`config.mk`:
```
export PLATFORM = sky130hd
export DESIGN_NAME = ft245_sync_ctrl
export DESIGN_NICKNAME = d
export VERILOG_FILES = /design/src/rtl/ft245_sync_ctrl.sv
export SDC_FILE = /design/constraint.sdc
export NUM_CORES = 1
export LEC_CHECK = 0
export CAP_MARGIN = 20
export CORE_MARGIN = 4
export CORE_UTILIZATION = 35
export CTS_CLUSTER_DIAMETER = 30
export DETAILED_ROUTE_END_ITERATION = 10
export GPL_TIMING_DRIVEN = 0
export PLACE_DENSITY = 0.67
export SLEW_MARGIN = 25
export SYNTH_ARGS = -nofsm -noshare
export SYNTH_HDL_FRONTEND = slang
export SYNTH_SLANG_ARGS = --single-unit
```
`constraint.sdc`:
```
create_clock -name clk -period 2.6 [get_ports clk]
set_input_delay 0.39 -clock clk [delete_from_list [all_inputs] [get_ports clk]]
set_output_delay 0.39 -clock clk [all_outputs]
set_load 0.03 [all_outputs]
```
`src/rtl/ft245_sync_ctrl.sv`:
```
// rtl/ft245_sync_ctrl.sv - FT245 synchronous FIFO bus master; FT245_CTRL_STATS_EN adds traffic counters
module ft245_sync_ctrl #(
  parameter int DATA_W    = 32,
  parameter int BURST_MAX = 256,
  parameter int TURN_CYC  = 1
) (
  input  logic              clk,
  input  logic              rst,
  input  logic              rxfn,
  input  logic              txen,
  input  logic [DATA_W-1:0] din,
  output logic [DATA_W-1:0] dout,
  output logic              rdn,
  output logic              wrn,
  output logic              oen,
  output logic              rx_wr,
  output logic [DATA_W-1:0] rx_data,
  input  logic              rx_afull,
  output logic              tx_rd,
  input  logic [DATA_W-1:0] tx_data,
  input  logic              tx_empty
`ifdef FT245_CTRL_STATS_EN
  ,
  output logic [31:0]       stat_rx_words,
  output logic [31:0]       stat_tx_words,
  output logic [15:0]       stat_bursts
`endif
);

  localparam int CNT_W  = $clog2(BURST_MAX + 1);
  localparam int TURN_W = $clog2(TURN_CYC + 1);

  typedef enum logic [2:0] {
    IDLE     = 3'd0,
    RD_OE    = 3'd1,
    RD_BURST = 3'd2,
    WR_BURST = 3'd3,
    TURN     = 3'd4
  } state_t;

  typedef enum logic {
    DIR_WR = 1'b0,
    DIR_RD = 1'b1
  } dir_t;

  state_t             state, state_nxt;
  dir_t               last_dir, last_dir_nxt;
  logic [CNT_W-1:0]   bcnt, bcnt_nxt;
  logic [TURN_W-1:0]  tcnt, tcnt_nxt;
  logic               rdn_nxt, wrn_nxt, oen_nxt, rx_wr_nxt;
  logic               hold_v;
  logic               rd_ok, wr_ok;
  logic               accept, sent;
  logic               last_word;

  // dout doubles as the TX hold register, so hold_v says whether it carries an unsent word
  assign rd_ok     = !rxfn && !rx_afull;
  assign wr_ok     = !txen && hold_v;
  assign accept    = (state == RD_BURST) && !rdn && !rxfn;
  assign sent      = (state == WR_BURST) && !wrn && !txen;
  assign last_word = (bcnt == CNT_W'(BURST_MAX - 1));
  assign tx_rd     = !rst && !tx_empty && (!hold_v || sent);

  // State, arbitration memory and registered bus strobes
  always_ff @(posedge clk) begin
    if (rst) begin
      state    <= IDLE;
      last_dir <= DIR_WR;
      bcnt     <= '0;
      tcnt     <= '0;
      rdn      <= 1'b1;
      wrn      <= 1'b1;
      oen      <= 1'b1;
      rx_wr    <= 1'b0;
    end else begin
      state    <= state_nxt;
      last_dir <= last_dir_nxt;
      bcnt     <= bcnt_nxt;
      tcnt     <= tcnt_nxt;
      rdn      <= rdn_nxt;
      wrn      <= wrn_nxt;
      oen      <= oen_nxt;
      rx_wr    <= rx_wr_nxt;
    end
  end

  // Next state plus next value of every bus strobe (strobes change only on the clock)
  always_comb begin
    state_nxt    = state;
    last_dir_nxt = last_dir;
    bcnt_nxt     = bcnt;
    tcnt_nxt     = tcnt;
    rdn_nxt      = rdn;
    wrn_nxt      = wrn;
    oen_nxt      = oen;
    rx_wr_nxt    = 1'b0;
    case (state)
      IDLE: begin
        // Reads win unless a write is also ready and the last burst was a read
        if (rd_ok && (!wr_ok || last_dir == DIR_WR)) begin
          state_nxt    = RD_OE;
          last_dir_nxt = DIR_RD;
          oen_nxt      = 1'b0;
          bcnt_nxt     = '0;
        end else if (wr_ok) begin
          state_nxt    = WR_BURST;
          last_dir_nxt = DIR_WR;
          wrn_nxt      = 1'b0;
          bcnt_nxt     = '0;
        end
      end
      RD_OE: begin
        // Chip gets one cycle of output enable before the first read strobe
        state_nxt = RD_BURST;
        rdn_nxt   = 1'b0;
        bcnt_nxt  = '0;
      end
      RD_BURST: begin
        if (accept) begin
          rx_wr_nxt = 1'b1;
          bcnt_nxt  = bcnt + CNT_W'(1);
        end
        // A word sampled on the exit edge still lands; afull leaves two slots for it
        if (rxfn || rx_afull || (accept && last_word)) begin
          state_nxt = TURN;
          rdn_nxt   = 1'b1;
          oen_nxt   = 1'b1;
          tcnt_nxt  = '0;
        end
      end
      WR_BURST: begin
        if (sent) begin
          bcnt_nxt = bcnt + CNT_W'(1);
        end
        // txen high means the current word was not taken and stays in the hold register
        if (txen || (sent && (tx_empty || last_word))) begin
          state_nxt = TURN;
          wrn_nxt   = 1'b1;
          tcnt_nxt  = '0;
        end
      end
      TURN: begin
        if (tcnt == TURN_W'(TURN_CYC - 1)) begin
          state_nxt = IDLE;
        end else begin
          tcnt_nxt = tcnt + TURN_W'(1);
        end
      end
      default: begin
        state_nxt = IDLE;
      end
    endcase
  end

  // RX capture: word read from the bus is pushed one cycle after its strobe edge
  always_ff @(posedge clk) begin
    if (rst) begin
      rx_data <= '0;
    end else if (accept) begin
      rx_data <= din;
    end
  end

  // TX hold register: refilled from the FWFT head whenever it is empty or just sent
  always_ff @(posedge clk) begin
    if (rst) begin
      dout   <= '0;
      hold_v <= 1'b0;
    end else if (tx_rd) begin
      dout   <= tx_data;
      hold_v <= 1'b1;
    end else if (sent) begin
      hold_v <= 1'b0;
    end
  end

`ifdef FT245_CTRL_STATS_EN
  // Traffic counters, wrapping at full scale
  always_ff @(posedge clk) begin
    if (rst) begin
      stat_rx_words <= '0;
      stat_tx_words <= '0;
      stat_bursts   <= '0;
    end else begin
      if (accept) begin
        stat_rx_words <= stat_rx_words + 32'd1;
      end
      if (sent) begin
        stat_tx_words <= stat_tx_words + 32'd1;
      end
      if ((state == IDLE) && (state_nxt != IDLE)) begin
        stat_bursts <= stat_bursts + 16'd1;
      end
    end
  end
`endif

endmodule

```
### Wiring heat map, run 1

21 x 21 tiles, from black (low) to pale yellow (high), scaled to the fullest tile. Values are wire area over tile area, all layers added.
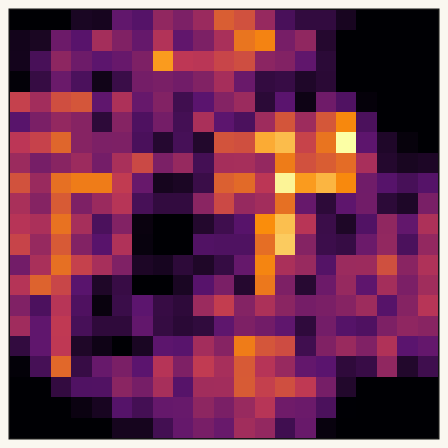
mean over tiles: 0.13
nearly empty tiles: 14%
tiles over half the peak: 15%
emptiest ninth of the die: upper right
fullest tile: 0.43
final WL: 8600 um
Via Count: 2989
WL/cell: 13.4 um

### M3 wires, run 1

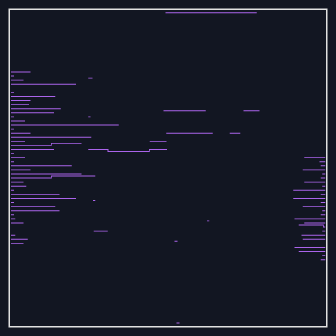
share of all routed wire: 7.1%
longest straight run: 35.6 um
nets with wire on the layer: 71
main direction: horizontal
met3 usage in global routing: 4.90%

### Sequential cells coloured by netlist name, run 1

Other sequential cells in the stronger grey, the rest of the logic in the fainter grey.
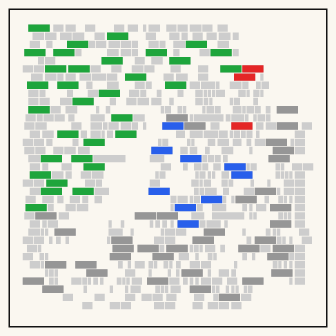
[state] red | sequential cells: 3
[bcnt] blue | sequential cells: 9 | where: centre
[dout] green | sequential cells: 32
not coloured: 38
Seq area share: 32.3%
Seq. pwr: 1.33 mW
Flop area: 1640 um2

### Cell outlines without signal wires, run 1

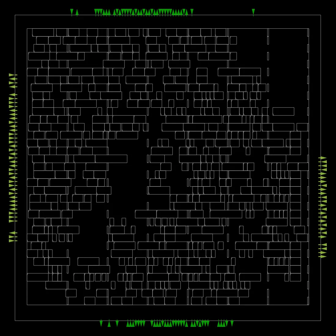
Fillers: 845
registers: 82
standard-cell rows: 35
Tap Cells: 129

==> CHANGELOG.md, run 1 <==
## Implementation

* Status: finished, final reports clean
* Global placement routability congestion at 0.750
* # setup viols final at 0
* Avg Inst Size Synth at about 9.2 um2
* Hold-fix buffer count after cts at 0
* TritonCTS clock tree: done
* Crit path arrival time at ~2.1 ns
* Die Area at 11100 um2
* Ys flops at a little over 80
* Crit path max-delay family: buffers and inverters
* Setup ws final at 0.140 ns
* Vias in the first global route at 2993
* Fp_density at 35.9%
* Gr usage total at between 15 and 20%
* Die Y-Extent at around 110 um
* Mapped Nets at 434
* Crit path cell chain: clkdlybuf4s50_1 -> clkbuf_1 -> nor2_1 -> nand2_2 -> buf_2 -> inv_1 -> clkdlybuf4s15_2
* Critical path buffers and inverters at 5
* Met3 Wirelength at approximately 610 um
* DP Wirelength at 6520 um
* Placed Cells at 629
* Log Warnings at 26
* Post-CTS Setup Bufs at 0
* Critical setup path kind: primary input to output port
* Clk_skew at 0.0112 ns
* Root buffer selected by CTS: clkbuf_8
* Setup TNS Final at 0 ns
* Sink Count at around 82
* Levels on crit path at 7
* Worst VDD drop at 294 uV
* Number of antenna violations at the first check in global routing at 0
* Synth async-reset ratio at 0%
* Fin cells at 644
* Synth Cell Area at 3310 um2
* DR vias/cell at 4.64
* Slew HR at 55.5%
* Pwr Total at 2.79 mW
* Fin util at 55.0%
* WP data required at 2.21 ns
* Max incr delay on CP at 0.47 ns
* Grt ovf at 0
* Cycle use final at 94.6%
* Library cells used by synthesis at 40
* Synthesis area per yosys at 3310 um2
* H-Tree Depth at 3
* Core Area at 9240 um2
* Final hold slack at 0.456 ns
* Worst Setup Start Kind: primary input
* Met2 wire len at 4020 um
* Hold path depth at 2
run 1: flip-flops by register name, summed over array words and instances, names as in the netlist:
register  count
bcnt          9
oen           1
rx_data      32
hold_v        1
rdn           1
dout         32
wrn           1
rx_wr         1
state         3
last_dir      1
run 1: per-layer routing:
metal  up-vias  GRT usage [%]
li1       1513              -
met1      1381           18.9
met2        83           25.0
met3        12           4.90
met4         0           6.00
met5         -              0
run 1: cells in the final DEF, fill, tap and decap left out, types with 3 or more instances in the layout:
cell / count
dfxtp_1: 82
nor2b_1: 33
or3_1: 5
or2_2: 3
inv_1: 5
nand2_1: 73
clkbuf_1: 15
clkdlybuf4s50_1: 137
clkbuf_8: 9
buf_2: 8
mux2_2: 32
nor2_1: 15
a21oi_1: 35
mux2i_1: 3
nor3b_1: 4
o21ai_0: 7
a211oi_1: 3
nand2b_1: 7
run 1: layout make-up:
type | count | share of cell area, %
Sequential cell | 82 | 32.3
Multi-Input combinational cell | 252 | 30.8
Clock inverter | 5 | 1.58
Inverter | 5 | 0.369
Buffer | 23 | 2.04
Timing Repair Buffer | 138 | 27.2
Clock buffer | 10 | 2.51
Tap cell | 129 | 3.18
run 1: synthesized netlist by cell type, types with 2 or more instances:
cell type | number | area (um2)
nor2b_1 | 33 | 206
buf_2 | 8 | 40.0
nand3_1 | 2 | 10.0
nor2_1 | 15 | 56.3
inv_1 | 5 | 18.8
a21oi_1 | 35 | 175
o22ai_1 | 2 | 12.5
nor3_1 | 2 | 10.0
or3_1 | 5 | 31.3
nor3b_1 | 4 | 30.0
dfxtp_1 | 82 | 1640
or3b_1 | 2 | 17.5
mux2_2 | 32 | 360
nand2_1 | 75 | 282
or2_2 | 3 | 18.8
o21ai_0 | 7 | 35.0
a211oi_1 | 3 | 22.5
clkbuf_1 | 14 | 52.6
mux2i_1 | 3 | 30.0
ha_1 | 2 | 25.0
a221o_1 | 2 | 20.0
nand2b_1 | 7 | 43.8
o21bai_1 | 2 | 15.0
run 1: worst paths after layout:
| kind | end | slack, ns | from |
|---|---|---|---|
| worst max-delay path | tx_rd | 0.14 | rst |
| worst min-delay path | rx_data[15] | 0.46 | rx_data[15] |
| worst max register to register | state[1] | 0.33 | bcnt[0] |
| worst min register to register | rx_data[15] | 0.46 | rx_data[15] |
run 1: cells by family after synthesis:
kind of cell / count (synthesis) / share of synthesized area, %
AND-OR/OR-AND: 63 / 12.0
adder cells (fa/ha/maj): 2 / 0.755
multiplexers: 35 / 11.8
buffers and inverters: 28 / 3.70
flip-flops: 82 / 49.5
AND/OR/NAND/NOR: 152 / 22.3
run 1: power by group:
| group | internal (mW) | total (mW) | leakage (nW) | switching [mW] |
|---|---|---|---|---|
| clock network | 0.534 | 0.985 | 0.0984 | 0.450 |
| registers | 1.30 | 1.33 | 0.668 | 0.0243 |
| logic | 0.252 | 0.476 | 1.06 | 0.225 |
| total | 2.09 | 2.79 | 1.83 | 0.699 |
run 1: repair_timing:
item / 4_1_cts / 5_1_grt
cloned: 0 / 0
endpoints found under the setup margin: 1 / 1
resized: 3 / 3
hold endpoints to repair: 0 / 0
run 1: worst min-delay path: stages (launching register included):
cell and delay [ns]:
dfxtp_1 0.31, nand2_1 0.05, a21oi_1 0.05
==> inputs of run 2 (changes only) <==
--- a/config.mk
+++ b/config.mk
@@ -12,7 +12,9 @@
 export DETAILED_ROUTE_END_ITERATION = 10
 export GPL_TIMING_DRIVEN = 0
 export PLACE_DENSITY = 0.67
+export REMOVE_ABC_BUFFERS = 1
 export SLEW_MARGIN = 25
 export SYNTH_ARGS = -nofsm -noshare
 export SYNTH_HDL_FRONTEND = slang
 export SYNTH_SLANG_ARGS = --single-unit
+export TNS_END_PERCENT = 50
### Sequential cells coloured by netlist name, run 2

Other sequential cells in the stronger grey, the rest of the logic in the fainter grey.
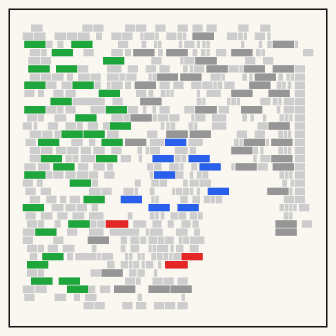
[dout] green | sequential cells: 32 | where: a vertical strip on the left
[bcnt] blue | sequential cells: 9 | where: centre
[state] red | sequential cells: 3
Seq area share: 32.8%
Flop area: 1640 um2
fin util: 54.3%
Seq. pwr: 1.34 mW

### Wiring heat map, run 2

21 x 21 tiles, from black (low) to pale yellow (high), scaled to the fullest tile. Values are wire area over tile area, all layers added.
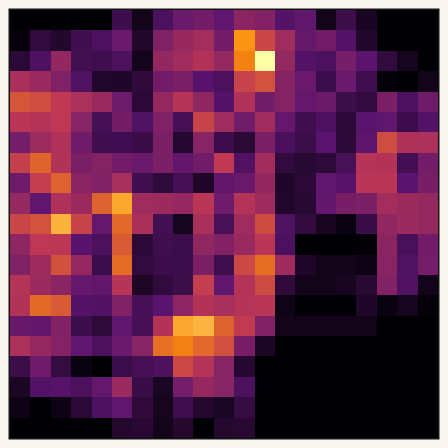
fullest tile: 0.53
densest ninth of the die: middle left
mean over tiles: 0.13
tiles over half the peak: 9.5%
emptiest ninth of the die: lower right
gr usage total: 15.5%
Via Count: 2926
final WL: 8650 um
WL/cell: 13.8 um

==> run 2 against run 1 <==
Effect of this change:
- non-clock buffer count down 21
- area after synthesis unchanged
- count of clock-buffer cells in the layout up 2
- worst setup slack worse by 0.011 ns
- first-iteration DRC count rose to 2.5 times the previous value
- power down 0.74%
- sequential power about the same
- highest routed layer unchanged
- via count down 2.1%
==> CHANGELOG.md, run 2 <==
## Implementation

* Status: finished, final reports clean
* Synth area leader: dfxtp_1
* Placed Cells at 607 (-3.5%)
* Fin cells at 625 (-3.0%)
* Root buffer selected by CTS: clkbuf_8
* Ys flops at 82 (unchanged)
* Worst Setup Start Kind: flip-flop
* Clk_skew at 0.00858 ns (-0.00260 ns)
* WP data required at 2.21 ns (about the same)
* Die Y-Extent at 105 um (unchanged)
* Worst VDD drop at 461 uV (+57%)
* Yosys top cell by instances: dfxtp_1
* Setup TNS Final at 0 ns (unchanged)
* Vias in the first global route at 2918 (-2.5%)
* Top flop regs: dout: 32 flops, rx_data: 32 flops, bcnt: 9 flops
* Synth Cell Area at 3310 um2 (unchanged)
* Hold path depth at 2 (unchanged)
* Most frequent logic cell in the layout: clkdlybuf4s50_1
* Crit path arrival time at 2.08 ns (about the same)
* Top cells by area: dfxtp_1 50%, mux2_2 11%, nand2_1 8.5%, nor2b_1 6.2%, a21oi_1 5.3%
* Comb power frac at 16.6% (-0.5 points)
### M3 wires, run 2

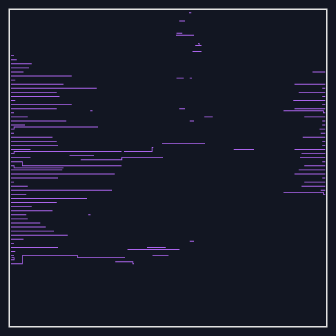
longest straight run: 35.7 um
nets with wire on the layer: 94
main direction: horizontal
share of all routed wire: 11%
met3 usage in global routing: 7.23%

==> run 2: kinds of logic (layout without fill, tap and decap cells) <==
group	after synthesis	count (layout)	synth area share [%]
AOI/OAI and AO/OA	63	63	12.0
adders and majority gates	2	2	0.755
buffers and inverters	28	161	3.70
DFF	82	82	49.5
muxes	35	35	11.8
and+or+nand+nor	152	153	22.3
==> run 2: final timing paths <==
kind	start	end	slack (ns)
hold / removal	rst	rx_wr	0.45
setup reg to reg	bcnt[0]	state[1]	0.38
setup / recovery	state[1]	tx_rd	0.13
hold reg to reg	rx_data[6]	rx_data[6]	0.46
==> run 2: what timing repair did <==
action / in CTS / in global routing
hold buffers: 0 / 0
setup endpoints to repair: 1 / 0
gates resized: 5 / 0
buffers inserted: 1 / 0
==> run 2: power groups by stage <==
stage,Sequential [mW],Combinational (mW),Clock (mW)
2_1_floorplan,1.44,0.133,0
5_1_grt,1.35,0.494,1.07
4_1_cts,1.34,0.465,1.01
3_5_place_dp,1.36,0.457,0
3_3_place_gp,1.36,0.450,0
6_report,1.34,0.460,0.971
==> run 2: layout make-up <==
type / count / area, um2
repair buffers: 140 / 1410
clock inverters: 4 / 56.3
clock buffers: 12 / 155
well taps: 129 / 161
inverters: 5 / 18.8
fillers: 845 / 4220
flip-flops and latches: 82 / 1640
multi-input cells: 253 / 1580
==> run 2: critical path: cells and delay by family (launching register included) <==
family                 cells  cell delay, ns
flip-flops                 1            0.43
AND-OR/OR-AND              1            0.40
AND/OR/NAND/NOR            2            0.40
buffers and inverters      2            0.50
==> run 2: per-stage QoR <==
stage / hold WS, ns / cell area (um2)
after floorplan: 0.440 / 3210
after global placement: 0.442 / 4750
after detailed placement: 0.447 / 4780
after CTS: 0.438 / 5020
after global routing: 0.469 / 5020
final: 0.450 / 5020
==> run 2: routing by layer <==
metal	up-vias	part of all wire, %	track usage (%)
met3	16	11	7.23
met2	117	46	24.3
met4	0	2.4	6.75
met1	1318	40	18.2
li1	1475	-	-
met5	-	0	0
==> inputs of run 3 (changes only) <==
--- a/config.mk
+++ b/config.mk
@@ -8,6 +8,7 @@
 export CAP_MARGIN = 20
 export CORE_MARGIN = 4
 export CORE_UTILIZATION = 35
+export CTS_BUF_LIST = sky130_fd_sc_hd__clkbuf_4 sky130_fd_sc_hd__clkbuf_8 sky130_fd_sc_hd__clkbuf_16
 export CTS_CLUSTER_DIAMETER = 30
 export DETAILED_ROUTE_END_ITERATION = 10
 export GPL_TIMING_DRIVEN = 0
==> run 3 against run 2 <==
Effect of this change:
- design area barely moved
- die size did not move
- register-to-register slack barely moved
- maximum frequency fell by 0.31%
- via count rose by 0.14%
- non-clock buffer count did not move
- final cell count did not move
- hold slack improved by 0.0017 ns
- synthesized cell count did not move
- first-iteration DRC count fell by 7.6%
- power rose by 0.52%
- critical path type unchanged
==> CHANGELOG.md, run 3 <==
## Implementation

* Aoi share at 12.0% (unchanged)
* Yosys top cell by instances: dfxtp_1
* Post-DP Area at 4780 um2 (unchanged)
* TritonCTS clock tree: done
* Ys flops at 82 (unchanged)
* Area fraction in mux cells at 11.8% (unchanged)
* Setup crit end: tx_rd
* Crit path max-delay family: buffers and inverters
* Clock Path Buffers at 2
* Area fraction in xor and xnor cells at 0% (unchanged)
* Most frequent logic cell in the layout: clkdlybuf4s50_1
* Clk_skew at 0.00822 ns (-0.000365 ns)
* Crit path arrival time at 2.09 ns (about the same)
* R2R Path Start: bcnt[0]
* Final net count at around 560
* Slew at the pin with the worst max-slew slack at about 0.64 ns
* Crit path launch: state[0]
* H-Tree Depth at 3
* Status: finished, final reports clean
* Worst VDD drop at 464 uV (+0.78%)
* First-pass GRT wire length at 14000 um
* Comb area at 1580 um2 (unchanged)
* Detailed Route Iter0 Violations at approximately 180
* Worst Hold Launch: rst
* Simple Share, Synth at 22.3% (unchanged)
* Synth area leader: dfxtp_1
* Synth Cell Area at 3310 um2 (unchanged)
* Slowest CP cell: dfxtp_2
* Die Y-Extent at 105 um (unchanged)
* Pwr Total at around 2.8 mW
* Fa+ha+maj area frac at 0.755% (unchanged)
* Levels on crit path at 5 (unchanged)
* Top flop regs: dout: 32 flops, rx_data: 32 flops, bcnt: 9 flops
* Sink Count at just over 80
* R2r setup slk at 0.37 ns (about the same)
* R2R Path End: state[1]
* Cycle use final at 95.3%
* Root buffer selected by CTS: clkbuf_8
* WP data required at 2.21 ns (about the same)
* Avg Inst Size Synth at 9.16 um2
* Vias in the first global route at 2919 (+0.034%)
* Worst Setup Start Kind: flip-flop
* Critical path buffers and inverters at 2 (unchanged)
* Core Area at between 9000 and 10000 um2
* Post-synth EDFFs at 0
* Hold path depth at 2 (unchanged)
* Fp_density at a little over a third
* Crit path cell chain: nand2_1 -> o41ai_4 -> nand2_4 -> inv_1 -> dlygate4sd2_1
* Post-route cell area at 5020 um2 (about the same)
* Highest clock rate at 404 MHz
-- run 3: cell count changes in the layout (fill, tap and decap cells not counted) --
| cell | delta |
|---|---|
| clkbuf_1 | -1 |
| clkbuf_4 | +1 |
-- run 3: worst reg2reg max path, stage by stage, from the launching register on --
cell,delay [ns]
dfxtp_1,0.38
ha_1,0.18
nand3_1,0.12
or2_2,0.34
nor2_1,0.13
ha_1,0.20
inv_1,0.05
o21ai_0,0.34
o22ai_1,0.13
o221a_2,0.25
-- run 3: logic make-up (layout without fill, tap and decap cells) --
kind of cell,count (synthesis),count (layout)
AND/OR/NAND/NOR,152,153
multiplexers,35,35
buffers and inverters,28,161
flip-flops,82,82
adder cells (fa/ha/maj),2,2
AND-OR/OR-AND,63,63
-- run 3: per-layer routing --
metal  vias up  GRT usage (%)  wire length (um)
met1      1325           18.3              3540
met5         -              0                 0
li1       1475              -                 -
met3        17           7.23               939
met4         0           6.75               220
met2       113           24.3              3980
-- run 3: worst min path at each step --
stage,slack (ns),to
2_1_floorplan,0.44,hold_v
3_3_place_gp,0.44,rx_data[11]
3_5_place_dp,0.45,rx_data[11]
4_1_cts,0.44,rx_wr
5_1_grt,0.47,rx_data[15]
6_report,0.45,rx_wr
-- run 3: cell type report --
class / instances / share of cell area (%)
clock buffer: 12 / 3.16
clock inverter: 4 / 1.12
inverter: 5 / 0.374
multi-input combinational: 253 / 31.4
sequential: 82 / 32.7
tap: 129 / 3.21
timing repair buffer: 140 / 28.0
-- run 3: power breakdown --
| group | internal, mW | leakage, nW | switching (mW) | total [mW] |
|---|---|---|---|---|
| sequential | 1.30 | 0.668 | 0.0327 | 1.34 |
| combinational | 0.246 | 1.03 | 0.214 | 0.460 |
| clock | 0.516 | 0.111 | 0.469 | 0.986 |
| total | 2.07 | 1.81 | 0.716 | 2.78 |
-- run 3: timing repair --
item / CTS / global route
endpoints found under the setup margin: 1 / 0
gates resized: 5 / 0
hold buffers: 0 / 0
buffers inserted: 1 / 0
-- run 3: per-stage QoR --
step	instances	hold slack (ns)	setup TNS, ns	setup slack [ns]	util [%]
floorplan	339	0.440	0	0.321	-
global placement	606	0.442	-107.01	-2.63	51.4
detailed placement	607	0.447	-0.458	-0.458	51.7
CTS	625	0.438	0	0.111	54.4
global route	625	0.469	0	0.00329	54.4
finish	625	0.452	0	0.122	54.4
### Nets reached from selected ports, run 3

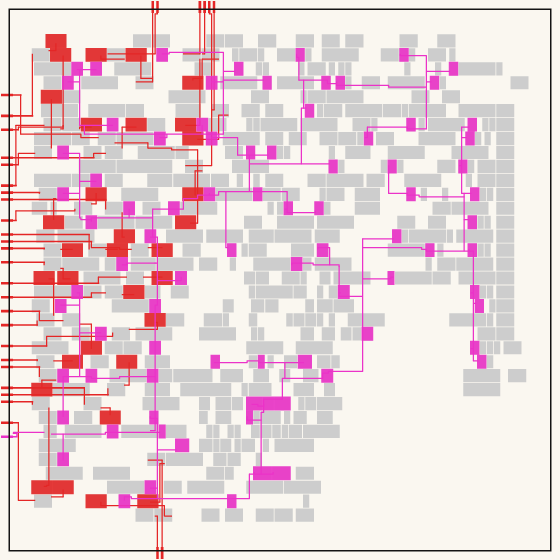
[rst] magenta | bits: 1 | direction: input | end cells: 83 | buffers: 2 | wire: 746 um
[tx_data] red | bits: 32 | direction: input | end cells: 32 | buffers: 32 | wire: 722 um
Top-Level Pins: 139
I/O Buffers: 138

### M3 wires, run 3

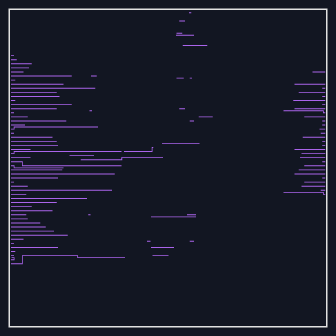
share of all routed wire: 11%
wire length on this layer: 939 um
longest straight run: 35.7 um
main direction: horizontal
nets with wire on the layer: 93
Via Count: 2930
final WL: 8680 um

### Cell outlines without signal wires, run 3

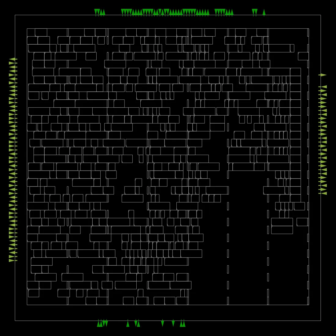
Fillers: 848
Seq area share: 32.7%

Power and IR drop assume default switching activity.
